## config.mk

```make
export PLATFORM = sky130hd
export DESIGN_NAME = dmem_arbiter_flat
export DESIGN_NICKNAME = d
export VERILOG_FILES = /design/src/rtl/dmem_arbiter_pkg.sv /design/src/rtl/dmem_arbiter_if.sv /design/src/rtl/dmem_arbiter_rr_pick.sv /design/src/rtl/dmem_arbiter.sv /design/src/flat_wrapper.sv
export SDC_FILE = /design/constraint.sdc
export NUM_CORES = 1
export LEC_CHECK = 0
export CORE_ASPECT_RATIO = 0.6
export CORE_MARGIN = 2
export CORE_UTILIZATION = 42
export CTS_BUF_LIST = sky130_fd_sc_hd__clkbuf_4 sky130_fd_sc_hd__clkbuf_8 sky130_fd_sc_hd__clkbuf_16
export CTS_CLUSTER_DIAMETER = 120
export DETAILED_ROUTE_END_ITERATION = 16
export PLACE_DENSITY = 0.89
export SLEW_MARGIN = 30
export SYNTH_ARGS = -nofsm -noshare
export SYNTH_HDL_FRONTEND = slang
export SYNTH_SLANG_ARGS = --single-unit
```

## constraint.sdc

```tcl
create_clock -name clk -period 1.95 [get_ports clk]
set_clock_uncertainty 0.2 [all_clocks]
set_input_delay 0.195 -clock clk [delete_from_list [all_inputs] [get_ports clk]]
set_output_delay 0.195 -clock clk [all_outputs]
set_load 0.01 [all_outputs]
```

## src/rtl/dmem_arbiter_pkg.sv

```systemverilog
// darb_pkg: shared encodings for the dmem arbiter.
//   darb_state_e : FSM states IDLE / ACCESS / RESP
//   PORT0/PORT1  : requester index carried in the grant select
//   DMEM_WR/RD   : REDMEM pin encoding (1 = write cycle)
package darb_pkg;
  typedef enum logic [1:0] {
    IDLE   = 2'd0,
    ACCESS = 2'd1,
    RESP   = 2'd2
  } darb_state_e;

  localparam logic PORT0   = 1'b0;
  localparam logic PORT1   = 1'b1;
  localparam logic DMEM_WR = 1'b1;
  localparam logic DMEM_RD = 1'b0;
endpackage

```

## src/rtl/dmem_arbiter_if.sv

```systemverilog
// dmem_arbiter_if: request/grant/response signals of both requesters plus
// the dmem pins.
//   slave  : arbiter view (takes requests and dmem_data, drives grants/dmem pins)
//   master : requesters + dmem view (drives requests and dmem_data)
interface dmem_arbiter_if #(
  parameter int AW = 8,
  parameter int DW = 8
);
  logic          req0, we0, gnt0, rvalid0;
  logic [AW-1:0] addr0;
  logic [DW-1:0] wdata0, rdata0;
  logic          req1, we1, gnt1, rvalid1;
  logic [AW-1:0] addr1;
  logic [DW-1:0] wdata1, rdata1;
  logic [AW-1:0] dmem_addr;
  logic [DW-1:0] read_val;
  logic          REDMEM;
  logic [DW-1:0] dmem_data;
  logic          busy;

  modport slave (
    input  req0, we0, addr0, wdata0, req1, we1, addr1, wdata1, dmem_data,
    output gnt0, rvalid0, rdata0, gnt1, rvalid1, rdata1,
           dmem_addr, read_val, REDMEM, busy
  );

  modport master (
    output req0, we0, addr0, wdata0, req1, we1, addr1, wdata1, dmem_data,
    input  gnt0, rvalid0, rdata0, gnt1, rvalid1, rdata1,
           dmem_addr, read_val, REDMEM, busy
  );
endinterface

```

## src/rtl/dmem_arbiter_rr_pick.sv

```systemverilog
// darb_rr_pick: combinational 2-port grant picker.
//   i_req0/i_req1 : pending requests
//   i_last_gnt    : port granted last time
//   o_any         : at least one request pending
//   o_sel         : winning port (meaningful only when o_any)
// Build option DARB_FIXED_PRIO_EN: port 0 wins every tie, history ignored.
module darb_rr_pick
  import darb_pkg::*;
(
  input  logic i_req0,
  input  logic i_req1,
  input  logic i_last_gnt,
  output logic o_any,
  output logic o_sel
);
  assign o_any = i_req0 | i_req1;

`ifdef DARB_FIXED_PRIO_EN
  logic w_unused;
  assign w_unused = i_last_gnt;
  assign o_sel    = i_req0 ? PORT0 : PORT1;
`else
  always_comb begin
    o_sel = i_req0 ? PORT0 : PORT1;
    // On a tie hand the grant to whichever port did not win last time.
    if (i_req0 && i_req1)
      o_sel = (i_last_gnt == PORT0) ? PORT1 : PORT0;
  end
`endif
endmodule

```

## src/rtl/dmem_arbiter.sv

```systemverilog
// dmem_arbiter: shares the single-port dmem between port 0 (CPU) and
// port 1 (DMA/debug). Non-pipelined: write = 2 cycles, read = 3 cycles.
//   clk, reset_darb : clock, async active-high reset
//   bus (slave)     : req/we/addr/wdata in, gnt/rvalid/rdata out per port;
//                     dmem_addr/read_val/REDMEM to dmem, dmem_data from dmem;
//                     busy high outside IDLE
// Build option DARB_FIXED_PRIO_EN: fixed priority (port 0) instead of
// round-robin; no grant history register is kept.
module dmem_arbiter
  import darb_pkg::*;
#(
  parameter int AW = 8,
  parameter int DW = 8
) (
  input  logic          clk,
  input  logic          reset_darb,
  dmem_arbiter_if.slave bus
);
  darb_state_e   r_state;
  logic          r_sel, r_we;
  logic          r_gnt0, r_gnt1, r_rvalid0, r_rvalid1;
  logic [DW-1:0] r_rdata0, r_rdata1;
  logic [AW-1:0] r_dmem_addr;
  logic [DW-1:0] r_read_val;
  logic          r_redmem, r_busy;

  logic          w_any, w_sel, w_last, w_we;
  logic [AW-1:0] w_addr;
  logic [DW-1:0] w_wdata;

`ifdef DARB_FIXED_PRIO_EN
  assign w_last = PORT1;
`else
  logic r_last_gnt;
  assign w_last = r_last_gnt;
`endif

  darb_rr_pick u_pick (
    .i_req0    (bus.req0),
    .i_req1    (bus.req1),
    .i_last_gnt(w_last),
    .o_any     (w_any),
    .o_sel     (w_sel)
  );

  assign w_we    = (w_sel == PORT1) ? bus.we1    : bus.we0;
  assign w_addr  = (w_sel == PORT1) ? bus.addr1  : bus.addr0;
  assign w_wdata = (w_sel == PORT1) ? bus.wdata1 : bus.wdata0;

  always_ff @(posedge clk or posedge reset_darb) begin
    if (reset_darb) begin
      r_state     <= IDLE;
      r_sel       <= PORT0;
      r_we        <= DMEM_RD;
      r_gnt0      <= 1'b0;
      r_gnt1      <= 1'b0;
      r_rvalid0   <= 1'b0;
      r_rvalid1   <= 1'b0;
      r_rdata0    <= '0;
      r_rdata1    <= '0;
      r_dmem_addr <= '0;
      r_read_val  <= '0;
      r_redmem    <= DMEM_RD;
      r_busy      <= 1'b0;
`ifndef DARB_FIXED_PRIO_EN
      r_last_gnt  <= PORT1;  // port 0 wins the first tie
`endif
    end else begin
      r_gnt0    <= 1'b0;
      r_gnt1    <= 1'b0;
      r_rvalid0 <= 1'b0;
      r_rvalid1 <= 1'b0;
      case (r_state)
        IDLE: begin
          if (w_any) begin
            // Command is captured here; later changes on the port are ignored.
            r_sel       <= w_sel;
            r_we        <= w_we;
            r_dmem_addr <= w_addr;
            r_read_val  <= w_wdata;
            r_redmem    <= w_we ? DMEM_WR : DMEM_RD;
            r_gnt0      <= (w_sel == PORT0);
            r_gnt1      <= (w_sel == PORT1);
            r_busy      <= 1'b1;
            r_state     <= ACCESS;
`ifndef DARB_FIXED_PRIO_EN
            r_last_gnt  <= w_sel;
`endif
          end
        end
        ACCESS: begin
          r_redmem <= DMEM_RD;
          if (r_we) begin
            r_busy  <= 1'b0;
            r_state <= IDLE;
          end else begin
            r_state <= RESP;
          end
        end
        RESP: begin
          // dmem has registered the read by now; hand it to the issuer.
          if (r_sel == PORT0) begin
            r_rdata0  <= bus.dmem_data;
            r_rvalid0 <= 1'b1;
          end else begin
            r_rdata1  <= bus.dmem_data;
            r_rvalid1 <= 1'b1;
          end
          r_busy  <= 1'b0;
          r_state <= IDLE;
        end
        default: begin
          r_busy  <= 1'b0;
          r_state <= IDLE;
        end
      endcase
    end
  end

  assign bus.gnt0      = r_gnt0;
  assign bus.gnt1      = r_gnt1;
  assign bus.rvalid0   = r_rvalid0;
  assign bus.rvalid1   = r_rvalid1;
  assign bus.rdata0    = r_rdata0;
  assign bus.rdata1    = r_rdata1;
  assign bus.dmem_addr = r_dmem_addr;
  assign bus.read_val  = r_read_val;
  assign bus.REDMEM    = r_redmem;
  assign bus.busy      = r_busy;
endmodule

```

## src/flat_wrapper.sv

```systemverilog
// flat-port wrapper written by rule: the top's interface ports become plain ports
module dmem_arbiter_flat import darb_pkg::*;
#(
  parameter int AW = 8,
  parameter int DW = 8
)
  (clk, reset_darb, bus_req0, bus_we0, bus_addr0, bus_wdata0, bus_req1, bus_we1, bus_addr1, bus_wdata1, bus_dmem_data, bus_gnt0, bus_rvalid0, bus_rdata0, bus_gnt1, bus_rvalid1, bus_rdata1, bus_dmem_addr, bus_read_val, bus_REDMEM, bus_busy);
  dmem_arbiter_if #(.AW(AW), .DW(DW)) bus_i ();
  input  logic clk;
  input  logic reset_darb;
  input wire logic [$bits(bus_i.req0)-1:0] bus_req0;
  input wire logic [$bits(bus_i.we0)-1:0] bus_we0;
  input wire logic [$bits(bus_i.addr0)-1:0] bus_addr0;
  input wire logic [$bits(bus_i.wdata0)-1:0] bus_wdata0;
  input wire logic [$bits(bus_i.req1)-1:0] bus_req1;
  input wire logic [$bits(bus_i.we1)-1:0] bus_we1;
  input wire logic [$bits(bus_i.addr1)-1:0] bus_addr1;
  input wire logic [$bits(bus_i.wdata1)-1:0] bus_wdata1;
  input wire logic [$bits(bus_i.dmem_data)-1:0] bus_dmem_data;
  output wire logic [$bits(bus_i.gnt0)-1:0] bus_gnt0;
  output wire logic [$bits(bus_i.rvalid0)-1:0] bus_rvalid0;
  output wire logic [$bits(bus_i.rdata0)-1:0] bus_rdata0;
  output wire logic [$bits(bus_i.gnt1)-1:0] bus_gnt1;
  output wire logic [$bits(bus_i.rvalid1)-1:0] bus_rvalid1;
  output wire logic [$bits(bus_i.rdata1)-1:0] bus_rdata1;
  output wire logic [$bits(bus_i.dmem_addr)-1:0] bus_dmem_addr;
  output wire logic [$bits(bus_i.read_val)-1:0] bus_read_val;
  output wire logic [$bits(bus_i.REDMEM)-1:0] bus_REDMEM;
  output wire logic [$bits(bus_i.busy)-1:0] bus_busy;
  assign bus_i.req0 = bus_req0;
  assign bus_i.we0 = bus_we0;
  assign bus_i.addr0 = bus_addr0;
  assign bus_i.wdata0 = bus_wdata0;
  assign bus_i.req1 = bus_req1;
  assign bus_i.we1 = bus_we1;
  assign bus_i.addr1 = bus_addr1;
  assign bus_i.wdata1 = bus_wdata1;
  assign bus_i.dmem_data = bus_dmem_data;
  assign bus_gnt0 = bus_i.gnt0;
  assign bus_rvalid0 = bus_i.rvalid0;
  assign bus_rdata0 = bus_i.rdata0;
  assign bus_gnt1 = bus_i.gnt1;
  assign bus_rvalid1 = bus_i.rvalid1;
  assign bus_rdata1 = bus_i.rdata1;
  assign bus_dmem_addr = bus_i.dmem_addr;
  assign bus_read_val = bus_i.read_val;
  assign bus_REDMEM = bus_i.REDMEM;
  assign bus_busy = bus_i.busy;
  dmem_arbiter #(.AW(AW), .DW(DW)) u_core (.clk(clk), .reset_darb(reset_darb), .bus(bus_i));
endmodule
```

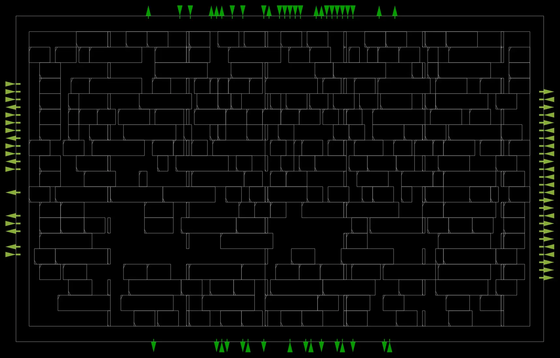
*Placed standard cells, run 1*
Non-Filler Instances: 300
Core Box Area: 4540 µm²
flop count: 43

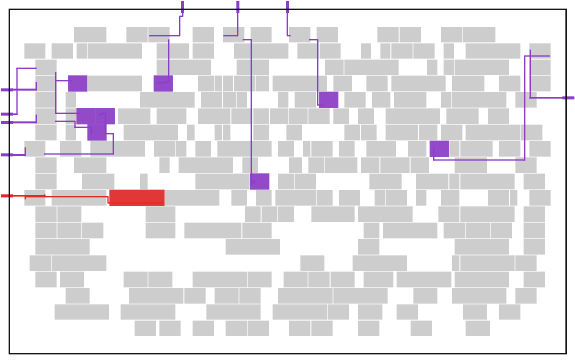
*Nets reached from selected ports, run 1*
Drawn at 6 px/µm.
| port | colour | bits | direction | edge | end cells | buffers | wire |
|---|---|---|---|---|---|---|---|
| `bus_gnt0` | red | 1 | output | west | 1 | 1 | 29.8 µm |
| `bus_addr0` | purple | 8 | input | 4 west, 3 north, 1 east | 8 | 8 | 189 µm |

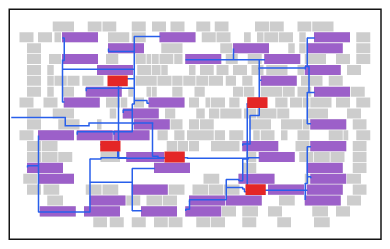
*Clock distribution, run 1*
Drawn at 4 px/µm.
[flip-flops] purple | count: 43
[clock wires] blue | length: 494 µm
[cells driving clock nets] red | count: 5
routed clock nets: 6

==> flow_summary_export.csv, run 1 <==
group,metric,value,unit
setup_path,crit_chain,"and2b_1, or4_1, o21a_1",
power,power.total,0.00468,W
floorplan,chipArea,5290,µm²
placed_design,gp_congestion,0.799,
setup_path,critPathMaxFanout,3,
synth,syn_avg_cell_area,13.7,µm²
synth,async_reset_ff_frac,1.00,
synth,yosys.cell_count.top_type,"dfrtp_1",
layout,diodes,0,
timing,rsz0062_at_grt,"false",
placed_design,hpwlAfterDp,3850,µm
grt,grt_max_degree,28,
power,p_per_area,1550,nW/µm²
clocking,cts_buffers,5,
layout,stdcell_area,3020,µm²
grt,grt_use_total,0.205,
placed_design,dp_cells,292,
clocking,postCtsSetupBuffers,0,
timing,slew_viol_final,0,
grt,grt_antenna_before_repair,0,
setup_path,end_kind,"flip-flop",
timing,final.min_clock_period,1700,ps
synth,edf_count,0,
detailed_routing,wl_per_cell,16.9,µm
layout,areaGrowthSynthToFinish,52.6,%
synth,synth-area-yosys,1980,µm²
grt,grt_pass1_vias,1658,
status,status,"complete, no violations",
clocking,cts_tree,"yes",
timing,setup_ws,245,ps
synth,syn_area,1980,µm²
grt,grt-ovfl-total,0,
timing,tns,0,ps
synth,ys_seq_elements,43,
[run 1: registers in the layout, summed over array words and instances (netlist names), 2 cells and up]
register,cells
u_core.bus.dmem_addr,8
u_core.bus.rdata0,8
u_core.bus.rdata1,8
u_core.bus.read_val,8
u_core.r_state,2
[run 1: power by group]
group | switching (W) | internal [W]
clock network | 0.000287 | 0.000337
registers | 0.000286 | 0.00134
logic | 0.000943 | 0.00149
[run 1: cell type report]
cell class | count | share of cell area
clock buffer | 8 | 0.0344
timing repair buffer | 97 | 0.314
inverter | 5 | 0.00705
sequential | 43 | 0.357
tap | 63 | 0.0261
multi-input combinational | 84 | 0.261
[run 1: logic make-up after synthesis]
family / count (synthesis) / synth area share
DFF: 43 / 0.545
and+or+nand+nor: 11 / 0.0335
AOI/OAI and AO/OA: 57 / 0.273
muxes: 16 / 0.0911
buffers and inverters: 17 / 0.0570
[run 1: critical path: cells and delay by family (launching register included)]
| kind | cells | cell delay (ps) |
|---|---|---|
| AND/OR/NAND/NOR | 2 | 700 |
| AND-OR/OR-AND | 1 | 150 |
| flip-flops | 1 | 550 |
[run 1: metrics by stage]
step	util	hold slack (ps)
finish	0.664	15.8
global route	0.664	40.5
CTS	0.664	27.9
detailed placement	0.641	263
global placement	0.641	256
floorplan	-	146
[run 1: routing by layer]
| metal | track usage | vias to the layer above | wire length [µm] |
|---|---|---|---|
| met1 | 0.291 | 796 | 2360 |
| met3 | 0.0502 | 6 | 337 |
| met5 | 0 | - | 0 |
| met2 | 0.317 | 70 | 2340 |
| met4 | 0.0576 | 0 | 40 |
| li1 | - | 740 | - |
[run 1: worst max path at each step]
| stage | from | cells after the start | slack (ps) | to |
|---|---|---|---|---|
| after global placement | bus_req0 | 4 | 110 | u_core.r_sel$_DFFE_PP0P_ |
| after global routing | u_core.r_state[0]$_DFFE_PP0P_ | 2 | 200 | u_core.bus.rdata1[3]$_DFFE_PP0P_ |
| after detailed placement | bus_req0 | 4 | 70 | u_core.r_sel$_DFFE_PP0P_ |
| after floorplan | u_core.r_last_gnt$_DFFE_PP1P_ | 3 | 340 | u_core.r_sel$_DFFE_PP0P_ |
| after CTS | u_core.r_last_gnt$_DFFE_PP1P_ | 3 | 230 | u_core.r_sel$_DFFE_PP0P_ |
| final | u_core.r_last_gnt$_DFFE_PP1P_ | 3 | 250 | u_core.r_sel$_DFFE_PP0P_ |
[run 1: layout by cell type (no fill, tap or decap), drive strengths merged]
cell / synthesis / final
clkdlybuf4s50: 0 / 83
dfrtp: 42 / 42
o21ai: 17 / 17
a311oi: 17 / 17
a2bb2oi: 17 / 17
mux2: 16 / 16
buf: 8 / 14
clkbuf: 4 / 8
inv: 5 / 5
nand2: 3 / 3
o21a: 2 / 2
nand2b: 2 / 2
a21oi: 2 / 2
nor3b: 1 / 1
o21bai: 1 / 1
or2: 1 / 1
and2b: 1 / 1
or4: 1 / 1
nor2: 1 / 1
nand3b: 1 / 1
a22oi: 1 / 1
dfstp: 1 / 1
==> run 1 -> run 2 <==
- SLEW_MARGIN: 30 -> 20
==> run 2 against run 1 <==
Against the previous run:
- global-route usage unchanged
- largest cell class unchanged
- synthesized cell count unchanged
- total power unchanged
- largest power group unchanged
- combinational power about the same
- routed wire length unchanged
- hold slack is the same
- sequential power is essentially flat
- core utilization unchanged
- non-clock buffer count stayed put
==> flow_summary_export.csv, run 2 <==
group,metric,value,unit
layout,areaGrowthSynthToFinish,52.6,%
synth,syn_avg_cell_area,13.7,µm²
synth,synth-area-yosys,1980,µm²
floorplan,chipArea,5290,µm²
setup_path,end_kind,"flip-flop",
placed_design,hpwlAfterDp,3850,µm
placed_design,io_buffers,83,
floorplan,floorplan.core_area,4540,µm²
layout,layout.area.comb,787,µm²
synth,syn_area,1980,µm²
placed_design,gp_congestion,0.799,
synth,ys_seq_elements,43,
synth,async_reset_ff_frac,1.00,
grt,grt_pass1_vias,1658,
grt,grt-ovfl-total,0,
timing,slew_viol_final,0,
layout,diodes,0,
detailed_routing,wl_per_cell,16.9,µm
timing,whs,15.8,ps
layout,layout_top_cell,"clkdlybuf4s50_1",
synth,yosys.cell_count.top_type,"dfrtp_1",
layout,stdcell_area,3020,µm²
clocking,cts_tree,"yes",
grt,grt_antenna_before_repair,0,
synth,edf_count,0,
layout,lay_top_cells,"clkdlybuf4s50_1 (83), dfrtp_1 (42), o21ai_0 (17), a311oi_1 (17), a2bb2oi_2 (17)",
timing,clock.fmax,587,MHz
timing,rsz0062_at_grt,"false",
layout,postLayoutCoreUtil,0.664,
clocking,postCtsSetupBuffers,0,
status,status,"complete, no violations",
detailed_routing,ant_nets,0,
grt,grt_max_degree,28,
-- run 2: cell counts in the layout (fill, tap and decap cells not counted) --
No cell type changed its count.
-- run 2: kinds of logic (layout without fill, tap and decap cells) --
family	after synthesis	count (layout)	share of synthesized area
DFF	43	43	0.545
and+or+nand+nor	11	11	0.0335
buffers and inverters	17	110	0.0570
muxes	16	16	0.0911
AOI/OAI and AO/OA	57	57	0.273
-- run 2: final timing paths --
path                                               start                          endpoint  depth (start not counted)
max                        u_core.r_last_gnt$_DFFE_PP1P_          u_core.r_sel$_DFFE_PP0P_                          3
min                                           reset_darb         u_core.bus.gnt0$_DFF_PP0_                          2
max reg2reg                u_core.r_last_gnt$_DFFE_PP1P_          u_core.r_sel$_DFFE_PP0P_                          3
min reg2reg                      u_core.r_we$_DFFE_PP0P_     u_core.r_state[1]$_DFFE_PP0P_                          1
max in group asynchronous                     reset_darb  u_core.bus.rdata0[3]$_DFFE_PP0P_                          3
min in group clk                 u_core.r_we$_DFFE_PP0P_     u_core.r_state[1]$_DFFE_PP0P_                          1
-- run 2: layout make-up --
cell class,instances,area share
tap,63,0.0261
multi-input combinational,84,0.261
clock buffer,8,0.0344
inverter,5,0.00705
sequential,43,0.357
timing repair buffer,97,0.314
-- run 2: power by group --
group,internal [W],switching (W),leakage [nW]
sequential,0.00134,0.000286,0.505
clock,0.000337,0.000287,0.0549
combinational,0.00149,0.000943,0.643
total,0.00317,0.00152,1.20
-- run 2: stage by stage --
step | setup WS (ps) | instances
6_report | 245 | 300
5_1_grt | 199 | 300
4_1_cts | 235 | 300
3_5_place_dp | 65.4 | 292
3_3_place_gp | 110 | 292
2_1_floorplan | 344 | 144
-- run 2: critical path: stages (launching register included) --
cell     delay [ps]
dfstp_2         550
and2b_1         220
or4_1           480
o21a_1          150
-- run 2: metal layers --
metal	up-vias	wire length, µm	GRT usage
li1	740	-	-
met1	796	2360	0.291
met2	70	2340	0.317
met3	6	337	0.0502
met4	0	40	0.0576
met5	-	0	0
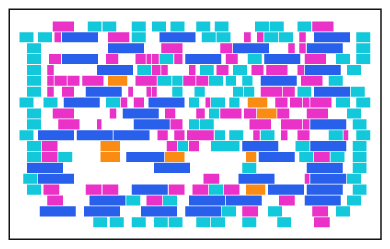
*Placed cells, one colour a class, run 2*
Drawn at 4 px/µm.
| class | colour | cells |
|---|---|---|
| flip-flops | blue | 43 |
| clock drivers and dummy loads | orange | 8 |
| all other logic | magenta | 89 |
| other buffers and delay cells | cyan | 97 |

==> run 2 -> run 3 <==
- clock period: 1.95 -> 1.7 ns (I/O delays scaled with it)
==> run 3 against run 2 <==
Against the previous run:
- clock power grew 8.8%
- total power grew 18%
- sequential power grew 15%
- critical path type unchanged
- sequential cell count is the same
- die area is the same
- core utilization grew 1.6 points
==> flow_summary_export.csv, run 3 <==
group,metric,value,unit
timing,rsz0062_at_grt,"false",
clocking,clkLatencyLatePin,290,ps
synth,edf_count,0,
clocking,cts_buffers,5,
grt,grt_pass1_vias,1646,
floorplan,core_util_floorplan,0.435,
detailed_routing,wl_per_cell,15.9,µm
placed_design,gp_congestion,0.789,
synth,syn_area,1980,µm²
timing,whs,41.5,ps
setup_path,critPathMaxFanout,4,
synth,yosys.cell_count.top_type,"dfrtp_1",
layout,lay_top_cells,"clkdlybuf4s50_1 (83), dfrtp_1 (42), buf_4 (18)",
timing,slew_viol_final,0,
floorplan,chipArea,5290,µm²
grt,grt-ovfl-total,0,
synth,ys_seq_frac,0.545,
detailed_routing,ant_nets,0,
synth,syn_avg_cell_area,13.7,µm²
layout,diodes,0,
layout,layout.nets,289,
layout,areaGrowthSynthToFinish,56.3,%
grt,grt_use_total,0.195,
timing,clock.fmax,610,MHz
grt,grt_max_degree,44,
hold_path,min_path_type,"in2async",
layout,layout_top_cell,"clkdlybuf4s50_1",
grt,grt_antenna_before_repair,0,
placed_design,io_buffers,83,
status,status,"complete, no violations",
synth,yosys_most_used_dff,"dfrtp_1",
power,p_per_area,1790,nW/µm²
layout,stdcell_area,3090,µm²
synth,synth-area-yosys,1980,µm²
synth,ys_seq_elements,43,
timing,final.min_clock_period,1640,ps
setup_path,r2r_cells,3,
floorplan,floorplan.core_area,4540,µm²
clocking,postCtsSetupBuffers,0,
timing,finalClockPeriodUsage,0.965,
setup_path,cp_num_cells,3,
placed_design,hpwlAfterDp,3680,µm
setup_path,crit_chain,"and2b_1, or4_4, o21a_1",
setup_path,slowest_stage,"dfstp_2",
setup_path,critPathMaxStageDelay,540,ps
setup_path,crit_buf_inv,0,
setup_path,cp_top_family,"simple AND/OR/NAND/NOR gates",
synth,async_reset_ff_frac,1.00,
-- run 3: cell type report --
| cell class | count | area, µm² |
|---|---|---|
| inverter | 5 | 21.3 |
| fill | 331 | 1450 |
| sequential | 43 | 1080 |
| multi-input combinational | 84 | 791 |
| clock inverter | 1 | 5.00 |
| clock buffer | 7 | 90.1 |
| tap | 63 | 78.8 |
| timing repair buffer | 104 | 1030 |
-- run 3: what timing repair did --
item / 4_1_cts / 5_1_grt
endpoints found under the hold margin: 0 / 0
resized: 0 / 1
endpoints found under the setup margin: 0 / 1
-- run 3: per-layer routing --
| metal | up-vias | GRT usage | routed length (µm) |
|---|---|---|---|
| met4 | 0 | 0.0448 | 0 |
| met3 | 0 | 0.0462 | 262 |
| li1 | 754 | - | - |
| met5 | - | 0 | 0 |
| met1 | 814 | 0.288 | 2390 |
| met2 | 54 | 0.297 | 2240 |
-- run 3: power by group --
part | switching (W) | internal (W)
Combinational | 0.00111 | 0.00188
Sequential | 0.000324 | 0.00153
Clock | 0.000335 | 0.000344
-- run 3: tightest hold or removal path, delay by kind of cell --
kind                   cells  cell delay (ps)
buffers and inverters      3              730
-- run 3: kinds of logic (layout without fill, tap and decap cells) --
logic type,count (synthesis),count (layout),share of synthesized area
muxes,16,16,0.0911
and+or+nand+nor,11,11,0.0335
AOI/OAI and AO/OA,57,57,0.273
buffers and inverters,17,117,0.0570
DFF,43,43,0.545
-- run 3: final timing paths --
path,start,end,slack [ps]
worst max-delay path,u_core.r_last_gnt$_DFFE_PP1P_,u_core.r_sel$_DFFE_PP0P_,60
worst min-delay path,reset_darb,u_core.bus.read_val[7]$_DFFE_PP0P_,40
min in group clk,bus_wdata1[2],u_core.bus.read_val[2]$_DFFE_PP0P_,260
max in group asynchronous,reset_darb,u_core.r_last_gnt$_DFFE_PP1P_,1000
worst min register to register,u_core.r_we$_DFFE_PP0P_,u_core.r_state[1]$_DFFE_PP0P_,280
worst max register to register,u_core.r_last_gnt$_DFFE_PP1P_,u_core.r_sel$_DFFE_PP0P_,60
-- run 3: metrics by stage --
step,setup WS (ps),total power (W),setup TNS [ps],util,instances
global placement,-134,0.00478,-1000,0.659,299
CTS,15.0,0.00556,0,0.680,307
finish,59.8,0.00552,0,0.680,307
floorplan,93.8,0.00344,0,-,144
global route,4.42,0.00585,0,0.680,307
detailed placement,-148,0.00486,-1790,0.659,299
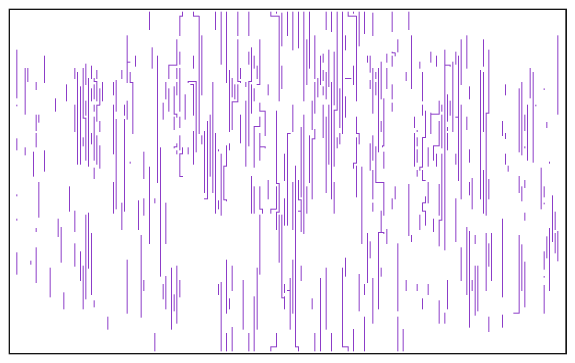
*Signal wires on met2, run 3*
Drawn at 6 px/µm.
share of all routed wire: 46%
wire length on this layer: 2240 µm
main direction: vertical

No activity file was given, so power comes from the tool's default toggle rates.
